**Local utilization**

(3 px per micron) The die is cut into 11 by 11 equal tiles; dark blue is low, red is high, 0 to 100% covered.
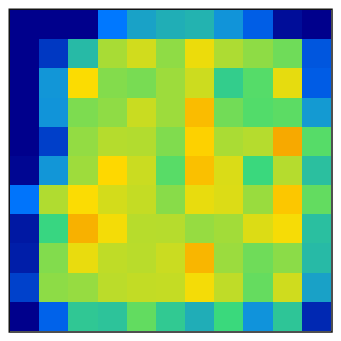
**Metal 4**

(3 px per micron) Supply wires on this layer in gray.
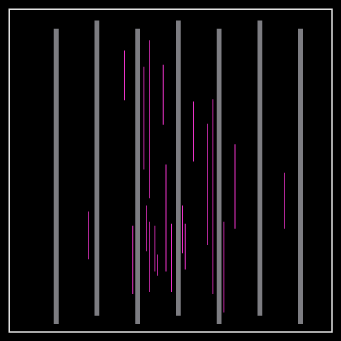
<file path="src/rtl/sd_block_tx_pkg.sv">
// Shared types and constants for the SD single-block write data-phase engine.
package sd_block_tx_pkg;

    typedef enum logic [2:0] {
        IDLE,
        GAP,
        TOKEN,
        DATA,
        CRC,
        RESP,
        BUSY,
        FIN
    } sd_state_e;

    localparam logic [7:0] TOKEN_START = 8'hFE;

    localparam logic [2:0] RESP_OK   = 3'b010;
    localparam logic [2:0] RESP_CRC  = 3'b101;
    localparam logic [2:0] RESP_WERR = 3'b110;
    localparam logic [2:0] RESP_TMO  = 3'b111;

endpackage

</file>
<file path="src/rtl/sd_crc16.sv">
// Bit-serial CRC16-CCITT (poly 0x1021, init 0x0000), MSB-first data.
module sd_crc16 (
    input  logic        clk,
    input  logic        reset,
    input  logic        clr,
    input  logic        en,
    input  logic        bit_in,
    output logic [15:0] crc
);

    logic fb;

    assign fb = crc[15] ^ bit_in;

    always_ff @(posedge clk or negedge reset) begin
        if (!reset) begin
            crc <= 16'h0000;
        end else if (clr) begin
            crc <= 16'h0000;
        end else if (en) begin
            crc <= {crc[14:0], 1'b0} ^ (fb ? 16'h1021 : 16'h0000);
        end
    end

endmodule

</file>
<file path="src/rtl/sd_block_tx.sv">
// SPI mode-0 data phase of an SD CMD24 block write: gap, start token, sector, CRC, response, busy.
// Define SD_CRC16_EN to send a real CRC16 over the data; otherwise 0xFFFF is sent.
module sd_block_tx
    import sd_block_tx_pkg::*;
#(
    parameter int CLK_DIV      = 4,
    parameter int BLK_BYTES    = 512,
    parameter int RESP_TIMEOUT = 8,
    parameter int BUSY_TIMEOUT = 65535
) (
    input  logic       clk,
    input  logic       reset,
    input  logic       start,
    output logic       busy,
    output logic       done,
    output logic       err,
    output logic [2:0] status,
    output logic [8:0] rd_addr,
    input  logic [7:0] rd_data,
    output logic       SCLK,
    output logic       DI,
    output logic       CS,
    input  logic       DO
);

    localparam logic [15:0] DIV_LAST  = 16'(CLK_DIV - 1);
    localparam logic [9:0]  BYTE_LAST = 10'(BLK_BYTES - 1);
    localparam logic [15:0] RESP_LAST = 16'(RESP_TIMEOUT - 1);
    localparam logic [15:0] BUSY_LAST = 16'(BUSY_TIMEOUT - 1);

    sd_state_e   state;
    logic [15:0] div_cnt;
    logic [2:0]  bit_cnt;
    logic [6:0]  tx_sh;
    logic [7:0]  rx_sh;
    logic [9:0]  byte_idx;
    logic        crc_lo;
    logic [15:0] tmo_cnt;
    logic [7:0]  nxt_byte;
    logic [15:0] crc_val;
    logic        half_end;
    logic        start_ok;
    logic        token_hit;

    assign half_end  = (div_cnt == DIV_LAST);
    assign start_ok  = (state == IDLE) && start && !done;
    assign token_hit = !rx_sh[4] && rx_sh[0];

`ifdef SD_CRC16_EN
    logic [15:0] crc;

    // Each data bit is folded in at its SCLK rising edge, while it is on DI.
    sd_crc16 u_crc (
        .clk    (clk),
        .reset  (reset),
        .clr    (start_ok),
        .en     ((state == DATA) && half_end && !SCLK),
        .bit_in (DI),
        .crc    (crc)
    );

    assign crc_val = crc;
`else
    assign crc_val = 16'hFFFF;
`endif

    // Byte loaded at the end of the current byte, chosen by the state being left.
    always_comb begin
        nxt_byte = 8'hFF;
        case (state)
            GAP:     nxt_byte = TOKEN_START;
            TOKEN:   nxt_byte = rd_data;
            DATA:    nxt_byte = (byte_idx == BYTE_LAST) ? crc_val[15:8] : rd_data;
            CRC:     nxt_byte = crc_lo ? 8'hFF : crc_val[7:0];
            default: nxt_byte = 8'hFF;
        endcase
    end

    always_ff @(posedge clk or negedge reset) begin
        if (!reset) begin
            state    <= IDLE;
            busy     <= 1'b0;
            done     <= 1'b0;
            err      <= 1'b0;
            status   <= 3'b000;
            rd_addr  <= 9'd0;
            SCLK     <= 1'b0;
            DI       <= 1'b1;
            CS       <= 1'b1;
            div_cnt  <= 16'd0;
            bit_cnt  <= 3'd0;
            tx_sh    <= 7'h7F;
            rx_sh    <= 8'hFF;
            byte_idx <= 10'd0;
            crc_lo   <= 1'b0;
            tmo_cnt  <= 16'd0;
        end else begin
            done <= 1'b0;
            if (state == IDLE) begin
                div_cnt <= 16'd0;
                bit_cnt <= 3'd0;
                if (start_ok) begin
                    busy    <= 1'b1;
                    CS      <= 1'b0;
                    rd_addr <= 9'd0;
                    status  <= 3'b000;
                    err     <= 1'b0;
                    tx_sh   <= 7'h7F;
                    DI      <= 1'b1;
                    state   <= GAP;
                end
            end else if (!half_end) begin
                div_cnt <= div_cnt + 16'd1;
            end else begin
                div_cnt <= 16'd0;
                if (!SCLK) begin
                    SCLK  <= 1'b1;
                    rx_sh <= {rx_sh[6:0], DO};
                end else begin
                    SCLK <= 1'b0;
                    if (bit_cnt != 3'd7) begin
                        bit_cnt <= bit_cnt + 3'd1;
                        DI      <= tx_sh[6];
                        tx_sh   <= {tx_sh[5:0], 1'b1};
                    end else begin
                        // Byte boundary: next byte goes out on the very next low half.
                        bit_cnt <= 3'd0;
                        DI      <= nxt_byte[7];
                        tx_sh   <= nxt_byte[6:0];
                        case (state)
                            GAP: state <= TOKEN;
                            TOKEN: begin
                                state    <= DATA;
                                byte_idx <= 10'd0;
                                rd_addr  <= rd_addr + 9'd1;
                            end
                            DATA: begin
                                if (byte_idx == BYTE_LAST) begin
                                    state  <= CRC;
                                    crc_lo <= 1'b0;
                                end else begin
                                    byte_idx <= byte_idx + 10'd1;
                                    rd_addr  <= rd_addr + 9'd1;
                                end
                            end
                            CRC: begin
                                if (!crc_lo) begin
                                    crc_lo <= 1'b1;
                                end else begin
                                    state   <= RESP;
                                    tmo_cnt <= 16'd0;
                                end
                            end
                            RESP: begin
                                if (token_hit) begin
                                    status  <= rx_sh[3:1];
                                    state   <= BUSY;
                                    tmo_cnt <= 16'd0;
                                end else if (tmo_cnt == RESP_LAST) begin
                                    status <= RESP_TMO;
                                    state  <= FIN;
                                    CS     <= 1'b1;
                                end else begin
                                    tmo_cnt <= tmo_cnt + 16'd1;
                                end
                            end
                            BUSY: begin
                                if (rx_sh == 8'hFF) begin
                                    state <= FIN;
                                    CS    <= 1'b1;
                                end else if (tmo_cnt == BUSY_LAST) begin
                                    status <= RESP_TMO;
                                    state  <= FIN;
                                    CS     <= 1'b1;
                                end else begin
                                    tmo_cnt <= tmo_cnt + 16'd1;
                                end
                            end
                            FIN: begin
                                state <= IDLE;
                                busy  <= 1'b0;
                                done  <= 1'b1;
                                err   <= (status != RESP_OK);
                            end
                            default: state <= IDLE;
                        endcase
                    end
                end
            end
        end
    end

endmodule

</file>
<file path="config.mk">
export PLATFORM = sky130hd
export DESIGN_NAME = sd_block_tx
export DESIGN_NICKNAME = d
export VERILOG_FILES = /design/src/rtl/sd_block_tx_pkg.sv /design/src/rtl/sd_crc16.sv /design/src/rtl/sd_block_tx.sv
export SDC_FILE = /design/constraint.sdc
export NUM_CORES = 1
export LEC_CHECK = 0
export ABC_AREA = 0
export CAP_MARGIN = 40
export CELL_PAD_IN_SITES_DETAIL_PLACEMENT = 1
export CELL_PAD_IN_SITES_GLOBAL_PLACEMENT = 1
export CORE_MARGIN = 1.5
export CORE_UTILIZATION = 43
export CTS_BUF_LIST = sky130_fd_sc_hd__clkbuf_4
export DETAILED_ROUTE_END_ITERATION = 12
export PLACE_DENSITY = 0.84
export SYNTH_ARGS = -nofsm -noshare
export SYNTH_HDL_FRONTEND = slang
export SYNTH_SLANG_ARGS = --single-unit
export TNS_END_PERCENT = 30
</file>
<file path="constraint.sdc">
create_clock -name clk -period 2.2 [get_ports clk]
set_input_delay 0.55 -clock clk [delete_from_list [all_inputs] [get_ports clk]]
set_output_delay 0.55 -clock clk [all_outputs]
set_load 0.05 [all_outputs]
</file>
==> results_dict.tcl <==
# collected from the flow reports
set metrics [dict create \
    synthAoiAreaFrac_pct 11.7 \
    rsz0062_at_grt "true" \
    status "complete, but fails checks" \
    fin_nets 604 \
    top_cell "dfrtp_1" \
    combPwrFrac_pct 46.8 \
    yosys_warnings 0 \
    ys_area_sq_um 4660 \
    cts_tree "done" \
    max_cap_violations 0 \
    area_growth_pct 26.1 \
    end_kind "flop" \
    fmax_mhz 454 \
    grt_overflow 0 \
    busiest_layer "met2" \
    final_area_sq_um 5880 \
    reg.largest.list "div_cnt x16, tmo_cnt x16, byte_idx x10" \
    antennaDiodeCount 1 \
    hold_class "input pin to async pin" \
    setup_viol 1 \
    total_power_w 0.00533 \
    io_buffers 29 \
    power_leakage_nw 2.41 \
    final-seq-area_sq_um 2080 \
    gp_congestion 0.891 \
    finalClockPeriodUsage_pct 100 \
    top_power_group "combinational cells" \
    worstReg2RegStart "div_cnt[1]$_DFF_PN0_" \
    top_area_share_pct 34.9 \
    area_dominant_class "logic gates" \
    comb_cells 377 \
    warning_count 33 \
    sh_comb_area_pct 44.9 \
    htreeDepth 3 \
    pg_clk_w 0.000848 \
    num-nonclk-buffers 94 \
    critical_path_arrival_ns 2.59 \
    wl_met2_microns 7720 \
    ff_count 82 \
    die_w_microns 107 \
    tap_cells 136 \
    top_layer_used "met4" \
    wl_per_cell_microns 20.1 \
    crit_start "div_cnt[1]$_DFF_PN0_" \
    cts_root_buffer "clkbuf_4" \
    layout_top_cell "buf_4" \
    num-nonclk-inverters 17 \
    grt.total_usage_pct 25.3 \
    ant_nets 0 \
    mux_area_share_pct 5.80 \
    p_comb_w 0.00249 \
    chipArea_sq_um 11500 \
    lay_top_cells "buf_4 (62), dfrtp_1 (59), nor2_1 (51)" \
    fin_ws_ns -0.000657 \
    grt_util_met2_pct 45.9 \
    placed_cell_area_sq_um 5440 \
    xor_share_pct 2.63 \
    dr_wl_met3_microns 394 \
    cpMaxStageDelayCell "or4b_4" \
    grt_pass1_wl_microns 22700 \
    via_per_inst 5.99 \
    path_delay_family "simple AND/OR/NAND/NOR gates" \
    nClkBuffers 9 \
    cts_setup_buffers 2 \
    violations "setup timing" \
    syn_area_sq_um 4660 \
    antenna_found_initial 1 \
    r2r_cells 7 \
    remaining_drc_errors 0 \
    fp.dieH_microns 107 \
    ys_seq_share_pct 44.5 \
    finalNonFillerCells 723 \
    dp_worst_setup_slack_ns -0.0910 \
    seq_share_pct 35.4 \
    totalWireLength_microns 14500 \
    seq_power_share_pct 37.3 \
    relSlewSlack_pct 58.1 \
    edf_count 0 \
    wirelength_met1_microns 5870 \
    first_pass_iters 4 \
    reg2reg_to "tmo_cnt[6]$_DFFE_PN0P_" \
    topCellsByArea "dfrtp_1 (35%), dfstp_2 (9.6%), nor2_1 (4.1%), nand2_1 (3.5%), nand3_1 (3.2%)" \
    grt_max_degree 36 \
    clockPowerShare_pct 15.9 \
    ff_type "dfrtp_1" \
    power_density_nw_per_um2 906 \
    top_logic_kind "simple AND/OR/NAND/NOR gates" \
    netlist_instances 497 \
    power.internal_w 0.00300 \
    clk_pin_slew_ns 0.16 \
    hold_ws_ns 0.0134 \
    ys_sh_simple_pct 28.9 \
    initCoreUtil_pct 44.7 \
    cts_inserted_buffers 9 \
    synthTopCellsByCount "dfrtp_1 (65), nor2_1 (51), nand2_1 (44), nand3_1 (30), a21oi_1 (25)" \
    cp_num_cells 7 \
    clock-skew-final_ns 0.0179 \
    met1_usage_pct 28.8 \
    critPathMaxFanout 8 \
    ys_ff 82 \
    clock_path_buffers 2 \
    hpwlAfterDp_microns 9880 \
    pin_count 30 \
    cts_sinks 82 \
    core_area_sq_um 10400 \
    first_global_vias 4638 \
    cp_data_required_time_ns 2.59 \
    grt_util_met3_pct 3.95 \
    power.switching_w 0.00232 \
    tightest_slew_ns 0.623 \
    crit_type "flop to flop" \
    min_period_ns 2.20 \
    fin_setup_tns_ns -0.000657 \
    maxSlewViolCount 0 \
    finalHoldViolations 0 \
    fp_nets 520 \
    hold_buffers 0 \
    fillers 1185 \
    vias 4334 \
    crit_chain "ha_2, nor4b_4, nand4_1, buf_6, or4b_4, nor3_2, mux2i_1" \
    synthAdderAreaFrac_pct 2.95 \
    async_reset_ff_share_pct 100 \
    final_util_pct 56.4 \
]
Notes on 'local utilization' above:
mean over tiles: 50%
nearly empty tiles: 8.3%
tiles over 75% full: 6.6%
fullest tile: 81%
emptiest ninth of the die: upper left

Notes on 'metal 4' above:
wire length on this layer: 509 microns
longest straight run: 64.6 microns
share of all routed wire: 3.5%
main direction: vertical
nets with wire on the layer: 18

